--- src/rtl/pacman_display_pkg.sv ---
// Shared display definitions: requester indices, VGA field widths and
// the plot-arbiter state encoding.
package pacman_display_pkg;

    localparam int REQ_MAP     = 0;
    localparam int REQ_CHAR    = 1;
    localparam int REQ_ERASE   = 2;

    localparam int VGA_XY_W    = 8;
    localparam int VGA_COLOR_W = 3;

    typedef enum logic [1:0] {
        ARB_IDLE  = 2'd0,
        ARB_GRANT = 2'd1,
        ARB_GAP   = 2'd2
    } arb_state_t;

endpackage

--- src/rtl/rr_request_picker.sv ---
// Rotating-priority encoder: scans req starting at rr_ptr and wrapping,
// returns the first requester found as an index and as a one-hot vector.
module rr_request_picker #(
    parameter int NUM_REQ = 3,
    parameter int PTR_W   = 2
) (
    input  logic [NUM_REQ-1:0] req,
    input  logic [PTR_W-1:0]   rr_ptr,
    output logic [NUM_REQ-1:0] pick,
    output logic [PTR_W-1:0]   pick_idx,
    output logic               valid
);

    logic [PTR_W-1:0]   cand_idx [NUM_REQ];
    logic [NUM_REQ-1:0] cand_hit;

    // Candidate gi is the requester gi positions after the pointer.
    for (genvar gi = 0; gi < NUM_REQ; gi++) begin : g_cand
        assign cand_idx[gi] = PTR_W'((int'(rr_ptr) + gi) % NUM_REQ);
        assign cand_hit[gi] = req[cand_idx[gi]];
    end

    // Lowest rotated position wins, so scan from the far end downwards.
    always_comb begin
        pick_idx = '0;
        valid    = 1'b0;
        for (int k = NUM_REQ - 1; k >= 0; k--) begin
            if (cand_hit[k]) begin
                pick_idx = cand_idx[k];
                valid    = 1'b1;
            end
        end
    end

    for (genvar gi = 0; gi < NUM_REQ; gi++) begin : g_onehot
        assign pick[gi] = valid && (pick_idx == PTR_W'(gi));
    end

endmodule

--- src/rtl/vga_plot_arbiter.sv ---
// Round-robin owner of the single VGA plot port. One requester at a time
// gets a burst (ended by done, dropped req, or the burst cap), followed by
// an idle gap with no owner and no plotting.
module vga_plot_arbiter
    import pacman_display_pkg::*;
#(
    parameter int NUM_REQ    = 3,
    parameter int MAX_BURST  = 12000,
    parameter int GAP_CYCLES = 2
) (
    input  logic                           clock_50,
    input  logic                           reset,
    input  logic                           en,
    input  logic [NUM_REQ-1:0]             req,
    input  logic [NUM_REQ-1:0]             done,
    input  logic [NUM_REQ-1:0]             plot_in,
    input  logic [VGA_XY_W*NUM_REQ-1:0]    x_in,
    input  logic [VGA_XY_W*NUM_REQ-1:0]    y_in,
    input  logic [VGA_COLOR_W*NUM_REQ-1:0] color_in,
    output logic [NUM_REQ-1:0]             grant,
    output logic                           vga_plot,
    output logic [VGA_XY_W-1:0]            vga_x,
    output logic [VGA_XY_W-1:0]            vga_y,
    output logic [VGA_COLOR_W-1:0]         vga_color,
    output logic                           busy,
    output logic [NUM_REQ-1:0]             timeout
);

    localparam int PTR_W = (NUM_REQ > 1) ? $clog2(NUM_REQ) : 1;
    localparam int CNT_W = $clog2(MAX_BURST + 1);
    localparam int GAP_W = $clog2(GAP_CYCLES + 1);

    arb_state_t           state_q, state_d;
    logic [NUM_REQ-1:0]   grant_q, grant_d;
    logic [PTR_W-1:0]     owner_q, owner_d;
    logic [PTR_W-1:0]     rr_ptr_q, rr_ptr_d;
    logic [CNT_W-1:0]     burst_cnt_q, burst_cnt_d;
    logic [GAP_W-1:0]     gap_cnt_q, gap_cnt_d;
    logic                 vga_plot_q, vga_plot_d;
    logic [VGA_XY_W-1:0]  vga_x_q, vga_x_d;
    logic [VGA_XY_W-1:0]  vga_y_q, vga_y_d;
    logic [VGA_COLOR_W-1:0] vga_color_q, vga_color_d;
    logic [NUM_REQ-1:0]   timeout_q, timeout_d;

    logic [VGA_XY_W-1:0]    x_arr [NUM_REQ];
    logic [VGA_XY_W-1:0]    y_arr [NUM_REQ];
    logic [VGA_COLOR_W-1:0] c_arr [NUM_REQ];

    logic [NUM_REQ-1:0] pick;
    logic [PTR_W-1:0]   pick_idx;
    logic               pick_valid;
    logic               released;
    logic               capped;

    for (genvar gi = 0; gi < NUM_REQ; gi++) begin : g_unpack
        assign x_arr[gi] = x_in[gi*VGA_XY_W +: VGA_XY_W];
        assign y_arr[gi] = y_in[gi*VGA_XY_W +: VGA_XY_W];
        assign c_arr[gi] = color_in[gi*VGA_COLOR_W +: VGA_COLOR_W];
    end

    rr_request_picker #(
        .NUM_REQ (NUM_REQ),
        .PTR_W   (PTR_W)
    ) u_picker (
        .req      (req),
        .rr_ptr   (rr_ptr_q),
        .pick     (pick),
        .pick_idx (pick_idx),
        .valid    (pick_valid)
    );

    // Next-state, counters and the owner-to-VGA forwarding path.
    always_comb begin
        state_d     = state_q;
        grant_d     = grant_q;
        owner_d     = owner_q;
        rr_ptr_d    = rr_ptr_q;
        burst_cnt_d = burst_cnt_q;
        gap_cnt_d   = gap_cnt_q;
        vga_plot_d  = 1'b0;
        vga_x_d     = vga_x_q;
        vga_y_d     = vga_y_q;
        vga_color_d = vga_color_q;
        timeout_d   = timeout_q;
        released    = 1'b0;
        capped      = 1'b0;

        case (state_q)
            ARB_IDLE: begin
                if (en && pick_valid) begin
                    state_d     = ARB_GRANT;
                    grant_d     = pick;
                    owner_d     = pick_idx;
                    burst_cnt_d = '0;
                end
            end
            ARB_GRANT: begin
                // The exit cycle's strobe is still forwarded.
                vga_plot_d  = plot_in[owner_q];
                vga_x_d     = x_arr[owner_q];
                vga_y_d     = y_arr[owner_q];
                vga_color_d = c_arr[owner_q];
                burst_cnt_d = burst_cnt_q + CNT_W'(1);
                released    = done[owner_q] || !req[owner_q];
                capped      = (burst_cnt_q == CNT_W'(MAX_BURST - 1));
                if (released || capped) begin
                    state_d   = ARB_GAP;
                    grant_d   = '0;
                    gap_cnt_d = '0;
                    rr_ptr_d  = (owner_q == PTR_W'(NUM_REQ - 1)) ? '0 : owner_q + PTR_W'(1);
                    // A voluntary release on the cap cycle is not a pre-emption.
                    if (capped && !released) begin
                        timeout_d[owner_q] = 1'b1;
                    end
                end
            end
            ARB_GAP: begin
                if (gap_cnt_q == GAP_W'(GAP_CYCLES - 1)) begin
                    state_d = ARB_IDLE;
                end else begin
                    gap_cnt_d = gap_cnt_q + GAP_W'(1);
                end
            end
            default: begin
                state_d = ARB_IDLE;
                grant_d = '0;
            end
        endcase
    end

    // State and output registers with synchronous reset.
    always_ff @(posedge clock_50) begin
        if (reset) begin
            state_q     <= ARB_IDLE;
            grant_q     <= '0;
            owner_q     <= '0;
            rr_ptr_q    <= '0;
            burst_cnt_q <= '0;
            gap_cnt_q   <= '0;
            vga_plot_q  <= 1'b0;
            vga_x_q     <= '0;
            vga_y_q     <= '0;
            vga_color_q <= '0;
            timeout_q   <= '0;
        end else begin
            state_q     <= state_d;
            grant_q     <= grant_d;
            owner_q     <= owner_d;
            rr_ptr_q    <= rr_ptr_d;
            burst_cnt_q <= burst_cnt_d;
            gap_cnt_q   <= gap_cnt_d;
            vga_plot_q  <= vga_plot_d;
            vga_x_q     <= vga_x_d;
            vga_y_q     <= vga_y_d;
            vga_color_q <= vga_color_d;
            timeout_q   <= timeout_d;
        end
    end

    assign grant     = grant_q;
    assign vga_plot  = vga_plot_q;
    assign vga_x     = vga_x_q;
    assign vga_y     = vga_y_q;
    assign vga_color = vga_color_q;
    assign busy      = (state_q != ARB_IDLE);
    assign timeout   = timeout_q;

endmodule

--- config.mk ---
export PLATFORM = sky130hd
export DESIGN_NAME = vga_plot_arbiter
export DESIGN_NICKNAME = d
export VERILOG_FILES = /design/src/rtl/pacman_display_pkg.sv /design/src/rtl/rr_request_picker.sv /design/src/rtl/vga_plot_arbiter.sv
export SDC_FILE = /design/constraint.sdc
export NUM_CORES = 1
export LEC_CHECK = 0
export CAP_MARGIN = 15
export CELL_PAD_IN_SITES_DETAIL_PLACEMENT = 1
export CELL_PAD_IN_SITES_GLOBAL_PLACEMENT = 1
export CORE_MARGIN = 1
export CORE_UTILIZATION = 29
export CTS_CLUSTER_SIZE = 40
export DETAILED_ROUTE_END_ITERATION = 8
export PLACE_DENSITY = 0.78
export REMOVE_ABC_BUFFERS = 1
export SLEW_MARGIN = 40
export SYNTH_ARGS = -nofsm -noshare
export SYNTH_HDL_FRONTEND = slang
export SYNTH_HIERARCHICAL = 1
export SYNTH_SLANG_ARGS = --single-unit
--- constraint.sdc ---
create_clock -name clock_50 -period 2.4 [get_ports clock_50]
set_input_delay 0.72 -clock clock_50 [delete_from_list [all_inputs] [get_ports clock_50]]
set_output_delay 0.72 -clock clock_50 [all_outputs]
set_load 0.02 [all_outputs]
==> reports/qor.txt <==
outcome: complete, no violations
num sequential: 48
RSZ-0062 raised after global routing: no
yosys adder share: 0.02387
period utilization: 0.9633
sequential power share: 0.419
worst path bufs/invs: 1
Worst path slowest cell: clkdlybuf4s50_1
Top Layout Cells: clkdlybuf4s50_1 (91), nor2_1 (54), dfxtp_1 (46)
Setup Crit Path Kind: flop to output pin
f_max: 432.5 MHz
register name with the most flops: burst_cnt_q
crit path cell chain: or2_2 -> clkdlybuf4s50_1
crit-path max cell delay: 0.59 ns
Layout Nets: 504
XOR Share, Synth: 0
Synth area leader: dfxtp_1
Die ar.: 0.009423 mm^2
CTS tree: built
largest net degree at the start of global routing: 33
Inverters: 10
Slew HR: 0.6125
CP Launch Type: flop
initial DRC count: 73
top sig layer: met4
routed wire length: 8311 um
asr flop ratio synth: 0
top cells, area: dfxtp_1 (37%), mux2i_1 (9.9%), nor2_1 (7.7%)
width of the die: 97.07 um
total grt overflow: 0
Synth mux share: 0.09928
NetSw: 618.2 uW
CP Capture Point: busy
row cnt: 34
met2 Use GR: 0.3288
most numerous logic cell after layout: clkdlybuf4s50_1
TritonCTS Buffers: 5
yosys warning tally: 6
Layout fillers: 1012
Initial Util: 0.3006
Crit path arrival time: 1.59 ns
logic share of the area: 0.4008
YS chip area: 0.002621 mm^2
fraction of layout cells with a size suffix above 1: 0.1253
CTS Hold Bufs: 0
mi-comb count: 244
vias: 2822
ClkCell Share: 0.02699
non-filler instance count after layout: 539
r2r endpoint: burst_cnt_q[12]
worst min-delay path category: flop to flop
R2R setup slack: 0.14 ns
Largest register FFs: 14
GP Congestion: 0.7772
top_reg_cell synth: dfxtp_1
DRT met1 WL: 3516 um
IO buf count: 95
logic area: 0.001598 mm^2
met1 GRT Util: 0.2086
power per cell area: 528.4 mW/mm^2
CP top delay family: buffers and inverters
# Max-Cap Violations: 0
first drt pass iteration count: 4
Compound Share, Synth: 0.1785
Critical Path Stages: 2
routed length on met3: 495 um
Crit. End Element: output pin
global-route wire length before repair: 14140 um
Area leader share: 0.3666
initial antenna violation count: 0
-- power groups by stage --
stage | Combinational [uW] | Clock [uW] | Sequential (uW)
after floorplan | 227 | 0 | 951
after global placement | 598 | 0 | 898
after detailed placement | 615 | 0 | 901
after CTS | 633 | 593 | 885
after global routing | 693 | 624 | 890
final | 638 | 585 | 883
-- stage by stage --
stage                     setup WS [ns]  setup TNS (ns)  total power, uW  utilization  hold slack (ns)
after global placement          -0.5860          -9.493             1496       0.4346           0.4580
after detailed placement        -0.6753          -10.79             1516       0.4353           0.4865
final                           0.08807               0             2107       0.4571           0.4963
after global routing            0.01913               0             2208       0.4571           0.5259
after floorplan                 0.04384               0             1179            -           0.4590
after CTS                       0.01109               0             2111       0.4537           0.4993
-- worst reg2reg max path: cells and delay by family (launching register included) --
kind            cells  cell delay (ns)
simple gates        3             0.85
compound gates      4             0.52
flops               1             0.35
buf+inv             3             0.31
fa+ha+maj           1             0.16
-- Yosys cell counts (5+ instances only) --
cell	instances
a211oi_1	19
a21oi_1	19
a311oi_1	5
clkbuf_1	19
dfxtp_1	48
ha_1	5
inv_1	10
mux2i_1	26
nand2_1	22
nand2b_1	7
nand3_1	6
nor2_1	54
nor2b_1	5
nor3_1	21
or3_1	6
-- worst min-delay path by stage --
| stage | start | end | slack, ns | cells after the start |
|---|---|---|---|---|
| 2_1_floorplan | burst_cnt_q[1] | burst_cnt_q[1] | 0.46 | 2 |
| 4_1_cts | burst_cnt_q[1] | burst_cnt_q[1] | 0.50 | 2 |
| 5_1_grt | vga_y[6] | vga_y[6] | 0.53 | 2 |
| 3_5_place_dp | burst_cnt_q[1] | burst_cnt_q[1] | 0.49 | 2 |
| 6_report | burst_cnt_q[1] | burst_cnt_q[1] | 0.50 | 2 |
| 3_3_place_gp | timeout[2] | timeout[2] | 0.46 | 2 |
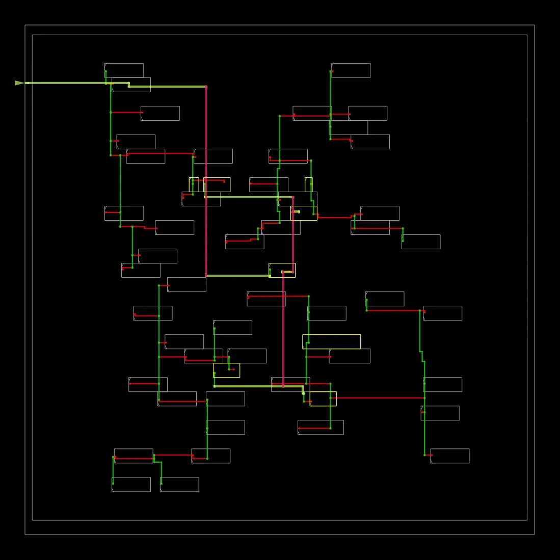
**Above:** the clock network.
clock sinks: 48
clock-net power: 585 uW
worst-skew pair later-pin latency: 0.30 ns

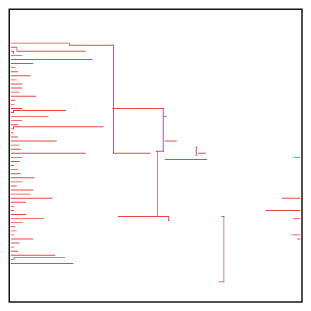
**Above:** routed metal, one color a layer.
Scale: 3 px per um. Two of the layers only.
- met4: purple (wire length 93.8 um)
- met3: red (wire length 495 um)

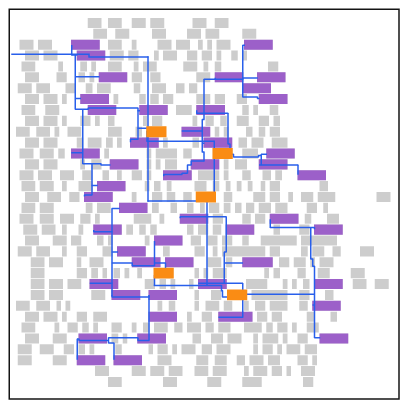
**Above:** clock distribution.
Scale: 4 px per um.
- cells driving clock nets: orange (count 5)
- flip-flops: purple (count 48)
- clock wires: blue (length 611 um)
- routed clock nets: 6

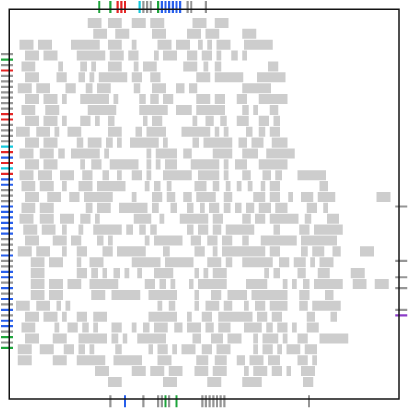
**Above:** I/O pins on the die edge.
Scale: 4 px per um. Pins as bars across the die edge, other pins in gray.
- `vga_x`: green (pins 8; direction output; edge 3 north, 3 west, 2 south)
- `y_in`: blue (pins 24; direction input; edge 17 west, 6 north, 1 south)
- `color_in`: red (pins 9; direction input; edge 6 west, 3 north)
- `vga_color`: cyan (pins 3; direction output; edge 2 west, 1 north)
- `reset`: purple (pins 1; direction input; edge east)

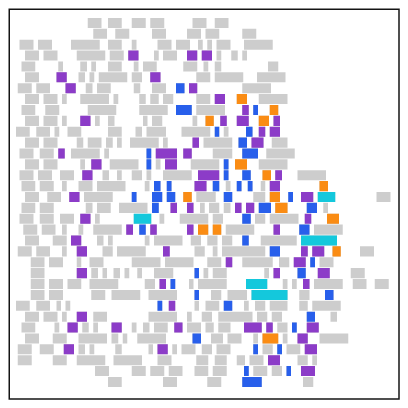
**Above:** gate families picked out.
Scale: 4 px per um.
- AND and OR gates: orange (cells 15; most used or3_1)
- adder and majority cells: cyan (cells 5)
- NAND gates: blue (cells 46; most used nand2_1)
- inverting AOI/OAI gates: purple (cells 65)

Power and IR drop assume default switching activity.
